## src/rtl/des_pkg.sv

```systemverilog
// Shared constants and types for the iterative DES round controller.
// The per-round key-schedule shift table lives here so all users agree on it.
package des_pkg;

  localparam int DES_ROUNDS = 16;
  localparam int LR_W       = 32;
  localparam int CD_W       = 28;

  localparam logic [1:0] DES_SH [DES_ROUNDS] = '{
    2'd1, 2'd1, 2'd2, 2'd2, 2'd2, 2'd2, 2'd2, 2'd2,
    2'd1, 2'd2, 2'd2, 2'd2, 2'd2, 2'd2, 2'd2, 2'd1
  };

  typedef enum logic [1:0] {
    ST_IDLE  = 2'd0,
    ST_ROUND = 2'd1,
    ST_DONE  = 2'd2
  } des_state_e;

endpackage

```

## src/rtl/des_key_rot.sv

```systemverilog
// Combinational 28-bit key-half rotator: left or right by 0, 1 or 2 positions.
// With ALLOW_RIGHT=0 only the left rotator exists and dir_right is ignored.
module des_key_rot
  import des_pkg::*;
#(
  parameter bit ALLOW_RIGHT = 1'b1
) (
  input  logic [CD_W-1:0] din,
  input  logic [1:0]      amt,
  input  logic            dir_right,
  output logic [CD_W-1:0] dout
);

  logic [CD_W-1:0] rot_l;

  always_comb begin
    case (amt)
      2'd1:    rot_l = {din[CD_W-2:0], din[CD_W-1]};
      2'd2:    rot_l = {din[CD_W-3:0], din[CD_W-1:CD_W-2]};
      default: rot_l = din;
    endcase
  end

  if (ALLOW_RIGHT) begin : g_right
    logic [CD_W-1:0] rot_r;

    always_comb begin
      case (amt)
        2'd1:    rot_r = {din[0], din[CD_W-1:1]};
        2'd2:    rot_r = {din[1:0], din[CD_W-1:2]};
        default: rot_r = din;
      endcase
    end

    assign dout = dir_right ? rot_r : rot_l;
  end else begin : g_left_only
    logic unused_dir;
    assign unused_dir = dir_right;
    assign dout       = rot_l;
  end

endmodule

```

## src/rtl/des_round_ctrl.sv

```systemverilog
// Iterative DES sequencer: one Feistel round per clock through a shared round datapath.
// Define DES_ROUND_CTRL_DECRYPT_EN to honour in_decrypt (right-rotating key schedule).
//
// state | meaning
// IDLE  | waiting for in_valid, in_ready high
// ROUND | applying round rnd_idx (0..15), busy high
// DONE  | out_block valid; held until out_ready when OUT_HOLD=1
module des_round_ctrl
  import des_pkg::*;
#(
  parameter int NUM_ROUNDS = 16,
  parameter bit OUT_HOLD   = 1'b1
) (
  input  logic            clk,
  input  logic            rst_n,
  input  logic            in_valid,
  output logic            in_ready,
  input  logic [63:0]     in_block,
  input  logic [55:0]     in_cd,
  input  logic            in_decrypt,
  output logic [LR_W-1:0] rf_r,
  output logic [55:0]     rf_cd,
  input  logic [LR_W-1:0] rf_f,
  output logic [3:0]      rnd_idx,
  output logic            busy,
  output logic            out_valid,
  input  logic            out_ready,
  output logic [63:0]     out_block
);

  if (NUM_ROUNDS != DES_ROUNDS) begin : g_bad_rounds
    $error("des_round_ctrl: only NUM_ROUNDS=16 is supported");
  end

  des_state_e      state_q, state_d;
  logic [LR_W-1:0] l_q, l_d, r_q, r_d;
  logic [55:0]     cd_q, cd_d;
  logic [3:0]      rnd_idx_q, rnd_idx_d;
  logic            in_ready_q, in_ready_d;
  logic            busy_q, busy_d;
  logic            out_valid_q, out_valid_d;
  logic [63:0]     out_block_q, out_block_d;

  logic [1:0]      sh_amt;
  logic            rot_right;
  logic [55:0]     cd_rot;
  logic            last_round;

`ifdef DES_ROUND_CTRL_DECRYPT_EN
  localparam bit DECRYPT_EN = 1'b1;
  logic       mode_q, mode_d;
  logic [3:0] dec_idx;

  // Decrypt walks the encrypt shifts backwards: round i>0 undoes shift SH[16-i].
  always_comb begin
    dec_idx   = 4'd0 - rnd_idx_q;
    rot_right = mode_q;
    if (!mode_q)
      sh_amt = DES_SH[rnd_idx_q];
    else if (rnd_idx_q == 4'd0)
      sh_amt = 2'd0;
    else
      sh_amt = DES_SH[dec_idx];
  end
`else
  localparam bit DECRYPT_EN = 1'b0;
  logic unused_in_decrypt;

  assign unused_in_decrypt = in_decrypt;
  assign rot_right         = 1'b0;
  assign sh_amt            = DES_SH[rnd_idx_q];
`endif

  des_key_rot #(.ALLOW_RIGHT(DECRYPT_EN)) u_rot_c (
    .din      (cd_q[55:28]),
    .amt      (sh_amt),
    .dir_right(rot_right),
    .dout     (cd_rot[55:28])
  );

  des_key_rot #(.ALLOW_RIGHT(DECRYPT_EN)) u_rot_d (
    .din      (cd_q[27:0]),
    .amt      (sh_amt),
    .dir_right(rot_right),
    .dout     (cd_rot[27:0])
  );

  assign last_round = (rnd_idx_q == 4'(NUM_ROUNDS - 1));

  always_comb begin
    state_d     = state_q;
    l_d         = l_q;
    r_d         = r_q;
    cd_d        = cd_q;
    rnd_idx_d   = rnd_idx_q;
    in_ready_d  = in_ready_q;
    busy_d      = busy_q;
    out_valid_d = out_valid_q;
    out_block_d = out_block_q;
`ifdef DES_ROUND_CTRL_DECRYPT_EN
    mode_d      = mode_q;
`endif
    case (state_q)
      ST_IDLE: begin
        if (in_valid) begin
          l_d        = in_block[63:32];
          r_d        = in_block[31:0];
          cd_d       = in_cd;
`ifdef DES_ROUND_CTRL_DECRYPT_EN
          mode_d     = in_decrypt;
`endif
          rnd_idx_d  = 4'd0;
          in_ready_d = 1'b0;
          busy_d     = 1'b1;
          state_d    = ST_ROUND;
        end
      end
      ST_ROUND: begin
        l_d  = r_q;
        r_d  = l_q ^ rf_f;
        cd_d = cd_rot;
        if (last_round) begin
          // Output is the pre-FP swap {R16, L16}.
          out_block_d = {l_q ^ rf_f, r_q};
          out_valid_d = 1'b1;
          busy_d      = 1'b0;
          rnd_idx_d   = 4'd0;
          state_d     = ST_DONE;
        end else begin
          rnd_idx_d = rnd_idx_q + 4'd1;
        end
      end
      ST_DONE: begin
        if (!OUT_HOLD || out_ready) begin
          out_valid_d = 1'b0;
          in_ready_d  = 1'b1;
          state_d     = ST_IDLE;
        end
      end
      default: begin
        state_d     = ST_IDLE;
        in_ready_d  = 1'b1;
        busy_d      = 1'b0;
        out_valid_d = 1'b0;
        rnd_idx_d   = 4'd0;
      end
    endcase
  end

  always_ff @(posedge clk or negedge rst_n) begin
    if (!rst_n) begin
      state_q     <= ST_IDLE;
      l_q         <= '0;
      r_q         <= '0;
      cd_q        <= '0;
      rnd_idx_q   <= '0;
      in_ready_q  <= 1'b1;
      busy_q      <= 1'b0;
      out_valid_q <= 1'b0;
      out_block_q <= '0;
`ifdef DES_ROUND_CTRL_DECRYPT_EN
      mode_q      <= 1'b0;
`endif
    end else begin
      state_q     <= state_d;
      l_q         <= l_d;
      r_q         <= r_d;
      cd_q        <= cd_d;
      rnd_idx_q   <= rnd_idx_d;
      in_ready_q  <= in_ready_d;
      busy_q      <= busy_d;
      out_valid_q <= out_valid_d;
      out_block_q <= out_block_d;
`ifdef DES_ROUND_CTRL_DECRYPT_EN
      mode_q      <= mode_d;
`endif
    end
  end

  // Datapath inputs are forced quiet outside ROUND.
  assign rf_r      = (state_q == ST_ROUND) ? r_q : '0;
  assign rf_cd     = (state_q == ST_ROUND) ? cd_rot : '0;
  assign rnd_idx   = rnd_idx_q;
  assign in_ready  = in_ready_q;
  assign busy      = busy_q;
  assign out_valid = out_valid_q;
  assign out_block = out_block_q;

endmodule
```

## config.mk

```make
export PLATFORM = sky130hd
export DESIGN_NAME = des_round_ctrl
export DESIGN_NICKNAME = d
export VERILOG_FILES = /design/src/rtl/des_pkg.sv /design/src/rtl/des_key_rot.sv /design/src/rtl/des_round_ctrl.sv
export SDC_FILE = /design/constraint.sdc
export NUM_CORES = 1
export LEC_CHECK = 0
export ABC_CLOCK_PERIOD_IN_PS = 2800
export CELL_PAD_IN_SITES_DETAIL_PLACEMENT = 1
export CELL_PAD_IN_SITES_GLOBAL_PLACEMENT = 1
export CORE_MARGIN = 3
export CORE_UTILIZATION = 36
export CTS_CLUSTER_SIZE = 24
export DETAILED_ROUTE_END_ITERATION = 8
export GPL_TIMING_DRIVEN = 1
export PLACE_DENSITY = 0.92
export SLEW_MARGIN = 20
export SYNTH_ARGS = -nofsm -noshare
export SYNTH_HDL_FRONTEND = slang
export SYNTH_HIERARCHICAL = 1
export SYNTH_SLANG_ARGS = --single-unit
```

## constraint.sdc

```tcl
create_clock -name clk -period 2.8 [get_ports clk]
set_input_delay 0.56 -clock clk [delete_from_list [all_inputs] [get_ports clk]]
set_output_delay 0.56 -clock clk [all_outputs]
set_load 0.02 [all_outputs]
```

Fig. 1: run 1, metal 1
Supply wires on this layer in grey.
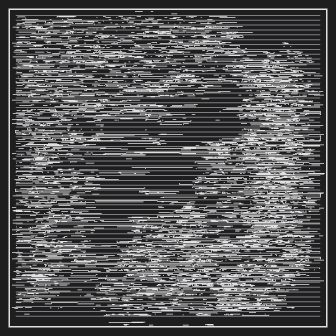
- share of all routed wire: 37%
- wire length on this layer: 18000 um
- nets with wire on the layer: 1465

Fig. 2: run 1, met2 routing
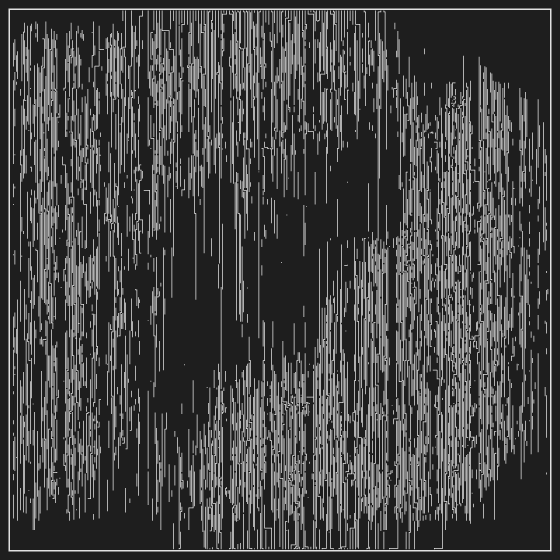
- wire length on this layer: 24.8 mm
- main direction: vertical
- share of all routed wire: 51%
- longest straight run: 72.4 um

==> results.txt, run 1 <==
The run has ended; figures from its reports follow.

The layout filler cell count is 3021. Setup repair after global routing could not meet its margin everywhere. The remaining global-route overflow came out at 0. The type of the most critical hold path is in2async.

The DRC violation count after routing came out at 0. The tree built by TritonCTS fans out to just under 200 sinks. The final reports fail on setup timing. The slack of the critical path is -0.4657 ns. The average footprint of a synthesized cell came out at 9.394 sq um. The synthesized instance count came out at between 1k and 1.5k.

Counting the buffers created by CTS gives 17. In this run the cell area measured after placement is about 0.014 sq mm. The final timing report lists a hold violation count of 0. The clock latency at the later pin of the worst-skew pair is around 0.45 ns.

The highest attainable clock frequency came out at just over 300 MHz. The level count of the clock H-tree is 4. The layout cell share with drive strength beyond 1 is 0.2940. The number of warnings printed during yosys synthesis came out at 6. The total core area is ~0.029 sq mm. The floorplan row count is around 62.

The flow ran to the end, but the final reports show violations. The setup TNS after final layout is -21.60 ns. In the final report, the number of endpoints failing setup comes to 57. Per the post-place timing report, worst setup slack is -0.4723 ns.

The worst setup path is launched from a register. From synthesis to final layout, the design area changed by 56.18%. The worst path arrival time came out at 2.71 ns. After detailed routing, the met3 layer carries between 3000 and 4000 um of wire. The met1 wire length came out at ~18000 um. The number of nets in the finished design is between 1.5k and 2k.

TritonCTS built the clock tree. The non-filler instance count after layout is 1868. The count of vias placed by the detailed router is between 10k and 15k. In this run the remaining antenna-violating nets after routing total 0. The longest clock path from root to sink contains 2 buffers. The placer's final routability congestion estimate is 0.8326. The post-DP HPWL came out at approximately 27000 um. The critical path in this run is classified as reg2out.
Fig. 3: run 1, met3 routing
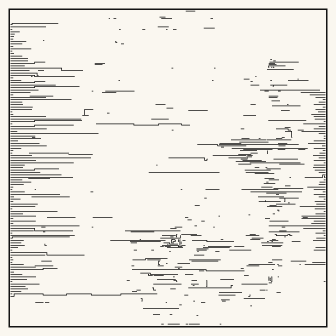
- wire length on this layer: 3980 um
- longest straight run: 49.0 um
- nets with wire on the layer: 334
- main direction: horizontal
- share of all routed wire: 8.1%

-- run 1: layout make-up --
cell class	count	area, sq um	share of cell area
multi-input combinational	821	5887	0.3576
sequential	193	4840	0.2940
timing repair buffer	430	4559	0.2770
tap	384	480.5	0.02919
clock buffer	17	425.4	0.02584
clock inverter	15	236.5	0.01437
inverter	7	31.28	0.001900
antenna	1	2.502	0.0001520
-- run 1: placed cells by master (no fill, tap or decap), types with 3 or more instances in the layout --
cell type / n
nor2_1: 37
buf_8: 3
nand2_2: 21
buf_6: 59
o21ai_0: 148
dlymetal6s2s_1: 4
clkinv_8: 4
nor2b_1: 34
a21oi_1: 59
xor2_1: 33
inv_12: 5
o21ai_4: 7
dlygate4sd2_1: 28
mux2_2: 26
dfrtp_1: 189
a22oi_1: 82
and2_1: 35
nand2_1: 102
o21ai_1: 14
a22oi_2: 38
a22o_1: 3
clkdlybuf4s50_1: 224
nand3_1: 3
and3b_2: 19
o21ai_2: 41
mux2_1: 38
and3b_1: 5
ha_4: 6
buf_16: 4
and2_4: 29
clkbuf_16: 27
buf_4: 79
nand2_4: 19
buf_12: 17
inv_2: 4
-- run 1: where the power goes --
part | switching, mW | total (mW) | internal [mW]
logic | 8.61 | 15.9 | 7.26
clock network | 1.45 | 2.81 | 1.36
registers | 1.25 | 5.25 | 3.99
-- run 1: what timing repair did --
action / CTS / global route
pin swaps: 5 / 19
hold buffers: 0 / 0
gates cloned: 5 / 13
buffers inserted: 9 / 32
setup endpoints to repair: 88 / 60
gates resized: 393 / 219
-- run 1: metal layers --
metal / track usage / up-vias
li1: - / 4633
met1: 0.3089 / 5534
met2: 0.4593 / 646
met3: 0.06564 / 164
met4: 0.09034 / 0
met5: 0 / -
-- run 1: stage by stage --
| step | hold slack [ns] | util |
|---|---|---|
| floorplan | 0.2644 | - |
| global placement | 0.4658 | 0.4930 |
| detailed placement | 0.4781 | 0.4930 |
| CTS | 0.09148 | 0.5286 |
| global route | 0.1120 | 0.5720 |
| finish | 0.08065 | 0.5720 |
-- run 1: worst max-delay path, cell delays in order (launching register included) --
cell     delay, ns
dfrtp_1       0.49
buf_4         0.22
nand3_4       0.09
o21ai_2       0.10
buf_6         0.17
inv_4         0.04
ha_4          0.42
buf_16        0.18
nand2_1       0.08
o21ai_1       0.09
and3b_1       0.21
buf_4         0.16
-- run 1: flip-flops by register name (all words and copies together) (netlist names) --
register,flops
out_valid,1
l_q,32
cd_q,56
rnd_idx,4
r_q,32
in_ready,1
out_block,64
busy,1
state_q,2
-- run 1: path summary, 6_finish.rpt --
path / from / end / slack (ns) / depth (start not counted)
max: rnd_idx[3]$_DFFE_PN0P_ / rf_cd[10] / -0.47 / 11
min: rst_n / cd_q[36]$_DFFE_PN0P_ / 0.08 / 1
max reg2reg: rnd_idx[3]$_DFFE_PN0P_ / cd_q[22]$_DFFE_PN0P_ / -0.02 / 12
min reg2reg: out_block[31]$_DFFE_PN0P_ / out_block[31]$_DFFE_PN0P_ / 0.50 / 1
max in group asynchronous: rst_n / in_ready$_DFFE_PN1P_ / 1.83 / 2
min in group clk: out_block[31]$_DFFE_PN0P_ / out_block[31]$_DFFE_PN0P_ / 0.50 / 1
==> inputs of run 2 (changes only) <==
--- a/config.mk
+++ b/config.mk
@@ -15,4 +15,5 @@
 export GPL_TIMING_DRIVEN = 1
 export PLACE_DENSITY = 0.92
+export SKIP_CTS_REPAIR_TIMING = 1
 export SLEW_MARGIN = 20
 export SYNTH_ARGS = -nofsm -noshare
==> constraint.sdc (replaced) <==
create_clock -name clk -period 2.8 [get_ports clk]
set_input_delay 0.42 -clock clk [delete_from_list [all_inputs] [get_ports clk]]
set_output_delay 0.42 -clock clk [all_outputs]
set_load 0.02 [all_outputs]
Fig. 4: run 2, clock routing
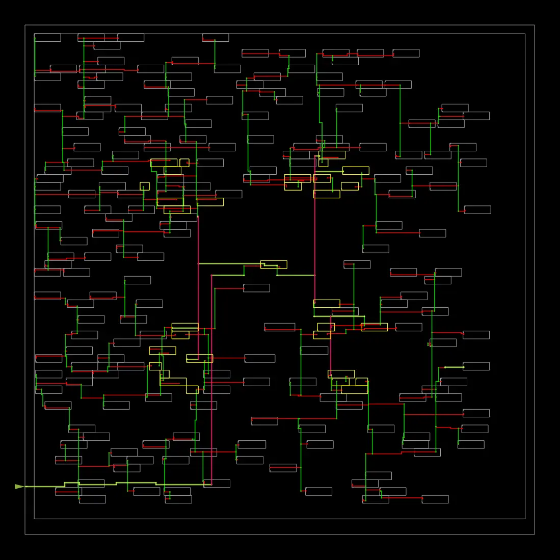
Final Skew: 0.01688 ns
Clock Sink Count: 193

==> results.txt, run 2 <==
The run has ended; figures from its reports follow.

The final tally of hold violations is 0. The finished design was reported to have a net count of 1595. Per STA, the worst path is made up of inv_2, ha_1, a21oi_1, o21ai_1, buf_4, inv_1, ha_4, buf_12, nand2_1, o21ai_1, and3b_2, buf_6. TritonCTS built the clock tree.

The slack of the critical path is -0.3066 ns. The design draws 20.92 mW. Warnings reported by Yosys during synthesis add up to 6. Setup repair after global routing could not meet its margin everywhere.

The worst path arrival time came out at around 2.7 ns. The setup TNS after final layout came out at -13.01 ns. The highest attainable clock frequency came out at about 320 MHz.

STA classifies the critical path startpoint as a register. The number of flip-flops under the largest register name came out at 64. The script computed the net switching share of total power as 0.4682. The combinational gate area is ~0.0054 sq mm. The switching power total is between 9 and 10 mW.

The layout overhead on the synthesized area came out at 46.00%. The floorplan row count came out at 62. The placer's final routability congestion estimate is 0.8284. The clock transition at the registers of the reported paths came out at approximately 0.08 ns.

The combinational share of power came out at 0.631. The count of vias placed by the detailed router came out at roughly 10k. Recorded from the global router log, the overflow total was 0. The cell-internal power came out at 11.13 mW. The number of nets with antenna violations after routing is 0.

The worst slack after detailed placement is -0.2940 ns. Per the CTS log, the maximum H-tree level is 4. Among cell families on the critical path, the largest total delay comes from buffers and inverters. By instance count after routing, the leading logic cell types are clkdlybuf4s50_1 (249), dfrtp_1 (189), o21ai_0 (148).

Counting only logic cells after layout, the most numerous master is clkdlybuf4s50_1. The smallest hold slack is around 0.43 ns. Per the detailed placement report, the placed cell area equals 0.01414 sq mm. The layout filler cell count came out at around 3.1k. The total CTS buffers is 17. Per STA, the library cell used most along the worst path is o21ai_1. The largest stage delay on the critical path came out at ~0.44 ns.

The synthesized instance count is about 1.1k. The final setup violation count came out at approximately 56. The clock latency at the later pin of the worst-skew pair is around 0.44 ns. The post-DP HPWL is around 26000 um.

Counting both buffers and inverters, the worst setup path holds a total of 5. The register area is between 0.004 and 0.005 sq mm. Of the cells placed in the final design, the portion with a size suffix greater than 1 is 0.2003. The run finished, with violations left.

The worst-path cell with the longest stage delay is dfrtp_1. Per the detail_route report, DRC violations left total 0. The critical path start-end classification is reg2out. The count of antenna diodes in the layout came out at 0.

The checks that failed: setup timing.
Fig. 5: run 2, metal 1
Supply wires on this layer in grey.
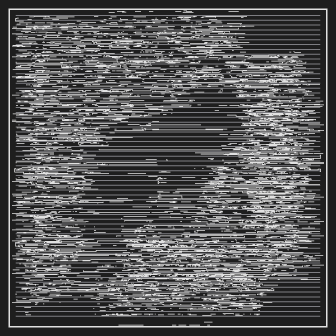
- share of all routed wire: 39%
- nets with wire on the layer: 1417
- wire length on this layer: 17000 um
- longest straight run: 68.5 um

run 2: cell count changes in the layout (fill, tap and decap cells not counted), sizes merged, moves of 3 or more:
cell | previous run | this run
dlygate4sd2 | 28 | 0
clkinv | 4 | 7
clkbuf | 28 | 32
clkdlybuf4s50 | 224 | 249
buf | 163 | 118
dlymetal6s2s | 4 | 7
run 2: cell type report:
type / count / share of cell area
inverters: 7 / 0.001707
clock buffers: 17 / 0.02764
multi-input cells: 821 / 0.3500
repair buffers: 390 / 0.2620
clock inverters: 15 / 0.01293
flip-flops and latches: 193 / 0.3145
well taps: 384 / 0.03122
run 2: final timing paths:
path	startpoint	to	slack (ns)	cells after the start
min in group asynchronous	rst_n	cd_q[37]$_DFFE_PN0P_	0.53	2
setup / recovery	rnd_idx[0]$_DFFE_PN0P_	rf_cd[29]	-0.31	12
setup reg to reg	rnd_idx[0]$_DFFE_PN0P_	cd_q[22]$_DFFE_PN0P_	0.20	13
max in group asynchronous	rst_n	out_block[6]$_DFFE_PN0P_	1.41	3
hold reg to reg	out_block[36]$_DFFE_PN0P_	out_block[36]$_DFFE_PN0P_	0.49	1
hold / removal	in_valid	l_q[2]$_DFFE_PN0P_	0.43	4
run 2: power by group through the flow:
| stage | logic, mW | registers (mW) | clock network (mW) |
|---|---|---|---|
| final | 13.2 | 5.10 | 2.61 |
| after global routing | 14.0 | 5.25 | 2.77 |
| after CTS | 11.1 | 5.03 | 2.66 |
| after detailed placement | 11.1 | 5.06 | 0 |
| after global placement | 10.6 | 4.94 | 0 |
| after floorplan | 6.05 | 5.25 | 0 |
run 2: worst min-delay path, delay by kind of cell:
family                 cells  cell delay (ns)
AOI/OAI and AO/OA          2             0.19
and+or+nand+nor            1             0.06
buffers and inverters      1             0.14
run 2: per-stage QoR:
stage,utilization,cells
after floorplan,-,1122
after global placement,0.4914,1774
after detailed placement,0.4914,1774
after CTS,0.5131,1806
after global routing,0.5347,1827
final,0.5347,1827
run 2: routing by layer:
layer  vias to the layer above  wire (um)  track usage
met3                        88       3293      0.06800
li1                       4552          -            -
met1                      5349      17030       0.2922
met2                       477      21640       0.4072
met4                         2       1238      0.07627
met5                         -         13            0
No activity file was given, so power comes from the tool's default toggle rates.
